<file path="config.mk">
export PLATFORM = sky130hd
export DESIGN_NAME = wb_arbiter
export DESIGN_NICKNAME = d
export VERILOG_FILES = /design/src/rtl/wb_arbiter.sv
export SDC_FILE = /design/constraint.sdc
export NUM_CORES = 1
export LEC_CHECK = 0
export CAP_MARGIN = 15
export CORE_ASPECT_RATIO = 1.1
export CORE_MARGIN = 1
export CORE_UTILIZATION = 45
export DETAILED_ROUTE_END_ITERATION = 10
export HOLD_SLACK_MARGIN = 0.15
export PLACE_DENSITY = 0.74
export REMOVE_ABC_BUFFERS = 1
export SYNTH_ARGS = -nofsm -noshare
export SYNTH_HDL_FRONTEND = slang
export SYNTH_SLANG_ARGS = --single-unit
export TNS_END_PERCENT = 5
</file>
<file path="constraint.sdc">
create_clock -name clk -period 10.8 [get_ports clk]
set_clock_uncertainty 0.05 [all_clocks]
set_input_delay 3.24 -clock clk [delete_from_list [all_inputs] [get_ports clk]]
set_output_delay 3.24 -clock clk [all_outputs]
set_load 0.1 [all_outputs]
</file>
<file path="src/rtl/wb_arbiter.sv">
// Write-back arbiter: merges ALU results and in-order load responses onto the
// single register-file write port and tracks outstanding load destinations.
module wb_arbiter #(
    parameter int DEPTH = 4,
    parameter int XLEN  = 32
) (
    input  logic            clk,
    input  logic            rst_n,
    input  logic            alu_valid,
    input  logic [4:0]      alu_rd,
    input  logic [XLEN-1:0] alu_wdata,
    input  logic            ld_issue_valid,
    input  logic [4:0]      ld_issue_rd,
    output logic            ld_issue_ready,
    input  logic            ld_resp_valid,
    input  logic [XLEN-1:0] ld_resp_data,
    output logic            ld_resp_ready,
    input  logic [4:0]      chk_rs1,
    input  logic [4:0]      chk_rs2,
    input  logic [4:0]      chk_rd,
    output logic            hazard,
    output logic            rf_en,
    output logic [4:0]      rf_rd,
    output logic [XLEN-1:0] rf_wdata
);

    localparam int PW = $clog2(DEPTH);
    localparam int CW = PW + 1;
    localparam logic [CW-1:0] FULL_COUNT = CW'(DEPTH);

    logic [4:0]    tag_mem [DEPTH];
    logic [PW-1:0] wr_ptr;
    logic [PW-1:0] rd_ptr;
    logic [CW-1:0] count;
    logic [31:0]   sb;
    logic [31:0]   sb_next;
    logic          full;
    logic          empty;
    logic          issue_fire;
    logic          resp_fire;
    logic [4:0]    head_tag;

    assign full     = (count == FULL_COUNT);
    assign empty    = (count == '0);
    assign head_tag = tag_mem[rd_ptr];

    // Issue readiness uses the pre-edge scoreboard, so an rd retiring this cycle stays blocked.
    assign ld_issue_ready = !full && !((ld_issue_rd != 5'd0) && sb[ld_issue_rd]);
    assign ld_resp_ready  = !empty && !alu_valid;
    assign issue_fire     = ld_issue_valid && ld_issue_ready;
    assign resp_fire      = ld_resp_valid && ld_resp_ready;

    assign hazard = sb[chk_rs1] | sb[chk_rs2] | sb[chk_rd];

    always_comb begin
        sb_next = sb;
        if (resp_fire) begin
            sb_next[head_tag] = 1'b0;
        end
        if (issue_fire && (ld_issue_rd != 5'd0)) begin
            sb_next[ld_issue_rd] = 1'b1;
        end
        sb_next[0] = 1'b0;
    end

    always_ff @(posedge clk or negedge rst_n) begin
        if (!rst_n) begin
            sb     <= '0;
            wr_ptr <= '0;
            rd_ptr <= '0;
            count  <= '0;
        end else begin
            sb <= sb_next;
            if (issue_fire) begin
                wr_ptr <= wr_ptr + 1'b1;
            end
            if (resp_fire) begin
                rd_ptr <= rd_ptr + 1'b1;
            end
            case ({issue_fire, resp_fire})
                2'b10:   count <= count + 1'b1;
                2'b01:   count <= count - 1'b1;
                default: count <= count;
            endcase
        end
    end

    // Tag storage needs no reset: pointers and count define which entries are live.
    always_ff @(posedge clk) begin
        if (issue_fire) begin
            tag_mem[wr_ptr] <= ld_issue_rd;
        end
    end

    always_ff @(posedge clk or negedge rst_n) begin
        if (!rst_n) begin
            rf_en    <= 1'b0;
            rf_rd    <= '0;
            rf_wdata <= '0;
        end else if (alu_valid) begin
            rf_en    <= (alu_rd != 5'd0);
            rf_rd    <= alu_rd;
            rf_wdata <= alu_wdata;
        end else if (resp_fire) begin
            rf_en    <= (head_tag != 5'd0);
            rf_rd    <= head_tag;
            rf_wdata <= ld_resp_data;
        end else begin
            rf_en <= 1'b0;
        end
    end

endmodule

</file>
==> results_dict.tcl <==
# metrics dict for downstream scripts
set metrics [dict create \
    status "complete, no violations" \
    drt-initial-drc-count 332 \
    synth.top_cell.area_share 0.350 \
    path_common_cell "clkdlybuf4s50_1" \
    fin_crit_ns 9.56 \
    biggestRegsByFlops "rf_wdata (32), sb (31), tag_mem (20)" \
    ctsHtreeMaxLevel 3 \
    min_to "count[2]" \
    maxPowerGroup "combinational cells" \
    warnings 28 \
    rsz0062_at_grt "false" \
    avgSynthCellArea_sq_um 11.8 \
    die_h_um 117 \
    hold_viol_final 0 \
    topCombFamilyByArea "multiplexers" \
    cap_violations 0 \
    cts-root-buf "clkbuf_16" \
    power_frac_clock 0.177 \
    power_density_nw_per_um2 229 \
    final_cell_mix "clkdlybuf4s50_1 (131), dfrtp_1 (76), mux2i_1 (54), nand2_1 (49), o21ai_0 (48)" \
    crit_type "in -> out" \
    syn_inst 461 \
    yosysTopAreaCell "dfrtp_1" \
    cp_slowest_stage_delay_ns 0.99 \
    max_flop_register "rf_wdata" \
    via_per_inst 5.95 \
    grt_pass1_vias 4362 \
    mostFrequentLayoutCell "clkdlybuf4s50_1" \
    critPathRequiredTime_ns 7.51 \
    cp-end-kind "output pin" \
    largest_reg_flops 32 \
    drive_gt1_frac 0.127 \
    setup_slack_ns 1.24 \
    postSynthSeqShare 0.461 \
    async_flop_share 0.792 \
    ys_sh_simple 0.0966 \
    fin_util 0.612 \
    ff_type "dfrtp_1" \
    fillers 991 \
    worstReg2RegStart "sb[16]" \
    core-area_sq_um 11600 \
    place_hpwl_mm 10.5 \
    synthTopCellsByArea "dfrtp_1 (35%), mux4_2 (13%), edfxtp_1 (11%)" \
    place.gp.congestion 0.965 \
    p_seq_frac 0.372 \
    grt_max_degree 78 \
    synth_cell_types 48 \
    ios 135 \
    enable_flop_cells 20 \
    dp_slack_ns 1.26 \
    post_cts_buffers 0 \
    ir_drop_mv 0.116 \
    slew_violations 0 \
    wire_per_inst_um 20.2 \
    hold_slack_ns 0.460 \
    numPortBuffers 134 \
    ys_sh_adder 0.0152 \
    hold_start "count[2]" \
    drt_pass1_iterations 5 \
    antenna_found_initial 0 \
    pg_comb_uw 732 \
    ys_area_sq_um 5430 \
    top_cell "dfrtp_1" \
    dp_cells 715 \
    cts.hold.buffers_added 0 \
    grt_pass1_wl_mm 22.9 \
    path_delay_family "buffers and inverters" \
    cts_tree "done" \
    hold_class "reg -> reg" \
    hold-path-cell-count 1 \
    crit_path_start_kind "primary input" \
    aoi_share 0.149 \
    finish.instance_area_sq_um 7100 \
    max_freq_mhz 105 \
    xor_area_frac 0.00968 \
    ys_cells 461 \
    fin_cells 731 \
    numSynthFlops 96 \
    grt_overflow 0 \
    p_sw_uw 701 \
    regArea_sq_um 2500 \
    setup_viol_count_final 0 \
    crit_path_start "chk_rs1[2]" \
    power.internal_uw 925 \
    netlist_area_sq_um 5430 \
    yosysWarnings 0 \
    cp_cell_sequence "clkdlybuf4s50_1 -> mux4_2 -> nand3b_1 -> a21oi_1 -> a2111oi_0 -> nand4_1 -> clkdlybuf4s50_1" \
]
routing by layer:
metal | global-route usage | wire length (um) | vias up
li1 | - | - | 1965
met1 | 0.308 | 5720 | 2158
met2 | 0.400 | 7550 | 196
met3 | 0.0570 | 1140 | 30
met4 | 0.0968 | 340 | 0
met5 | 0 | 0 | -
cell type report:
type                            count  area share
Multi-Input combinational cell    319       0.386
Sequential cell                    96       0.353
Timing Repair Buffer              138       0.192
Clock buffer                       10      0.0323
Tap cell                          150      0.0264
Inverter                           12     0.00635
Clock inverter                      6     0.00494
how the worst max path moves through the flow:
stage / endpoint / cells after the start
after floorplan: sb[31] / 4
after detailed placement: hazard / 7
after CTS: hazard / 7
final: hazard / 7
after global placement: hazard / 7
after global routing: hazard / 7
**Met1 routing**

Scale bar: 20 um. Cells faint in the background.
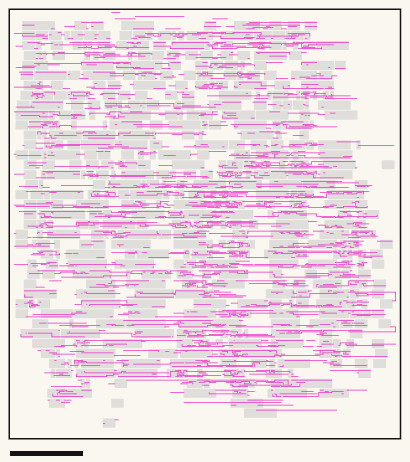
nets with wire on the layer: 598
main direction: horizontal
wire length on this layer: 5,720 um
total wire length: 14.7 mm
met1 usage: 0.308
DR vias: 4,349

**Signal wires on met2**

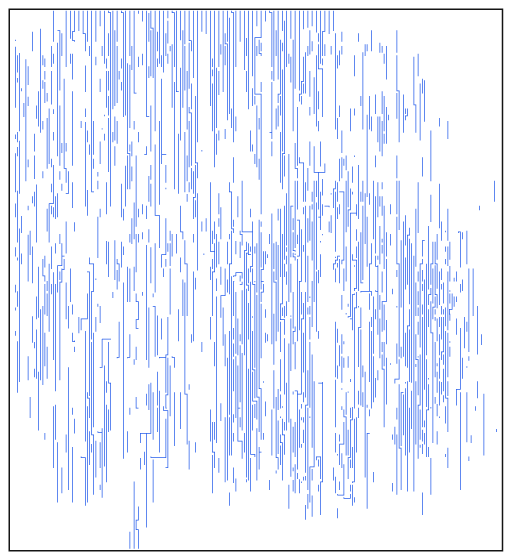
share of all routed wire: 51%
longest straight run: 51.0 um
main direction: vertical
nets with wire on the layer: 584
GRT met2 Usage: 0.400

**Metal 3**

Scale bar: 20 um.
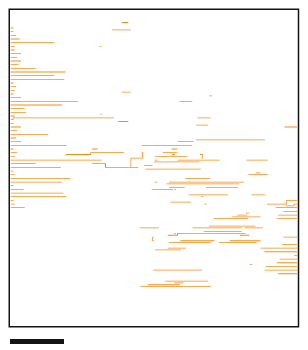
nets with wire on the layer: 112
longest straight run: 37.3 um
main direction: horizontal
share of all routed wire: 7.7%
wire length on this layer: 1,140 um
grt met3 use: 0.0570

**Met4 routing**

Scale bar: 20 um.
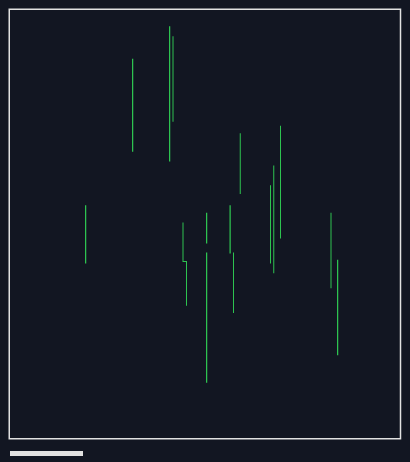
longest straight run: 36.7 um
nets with wire on the layer: 13
wire length on this layer: 340 um

**Clock wiring as the flow saved it**

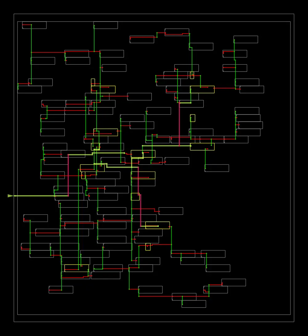
Latency at later pin: 0.34 ns
Inserted Clock Buffers: 9
clk pwr: 288 uW
sequential cell count: 96

Power is estimated from default activity; no workload was simulated.
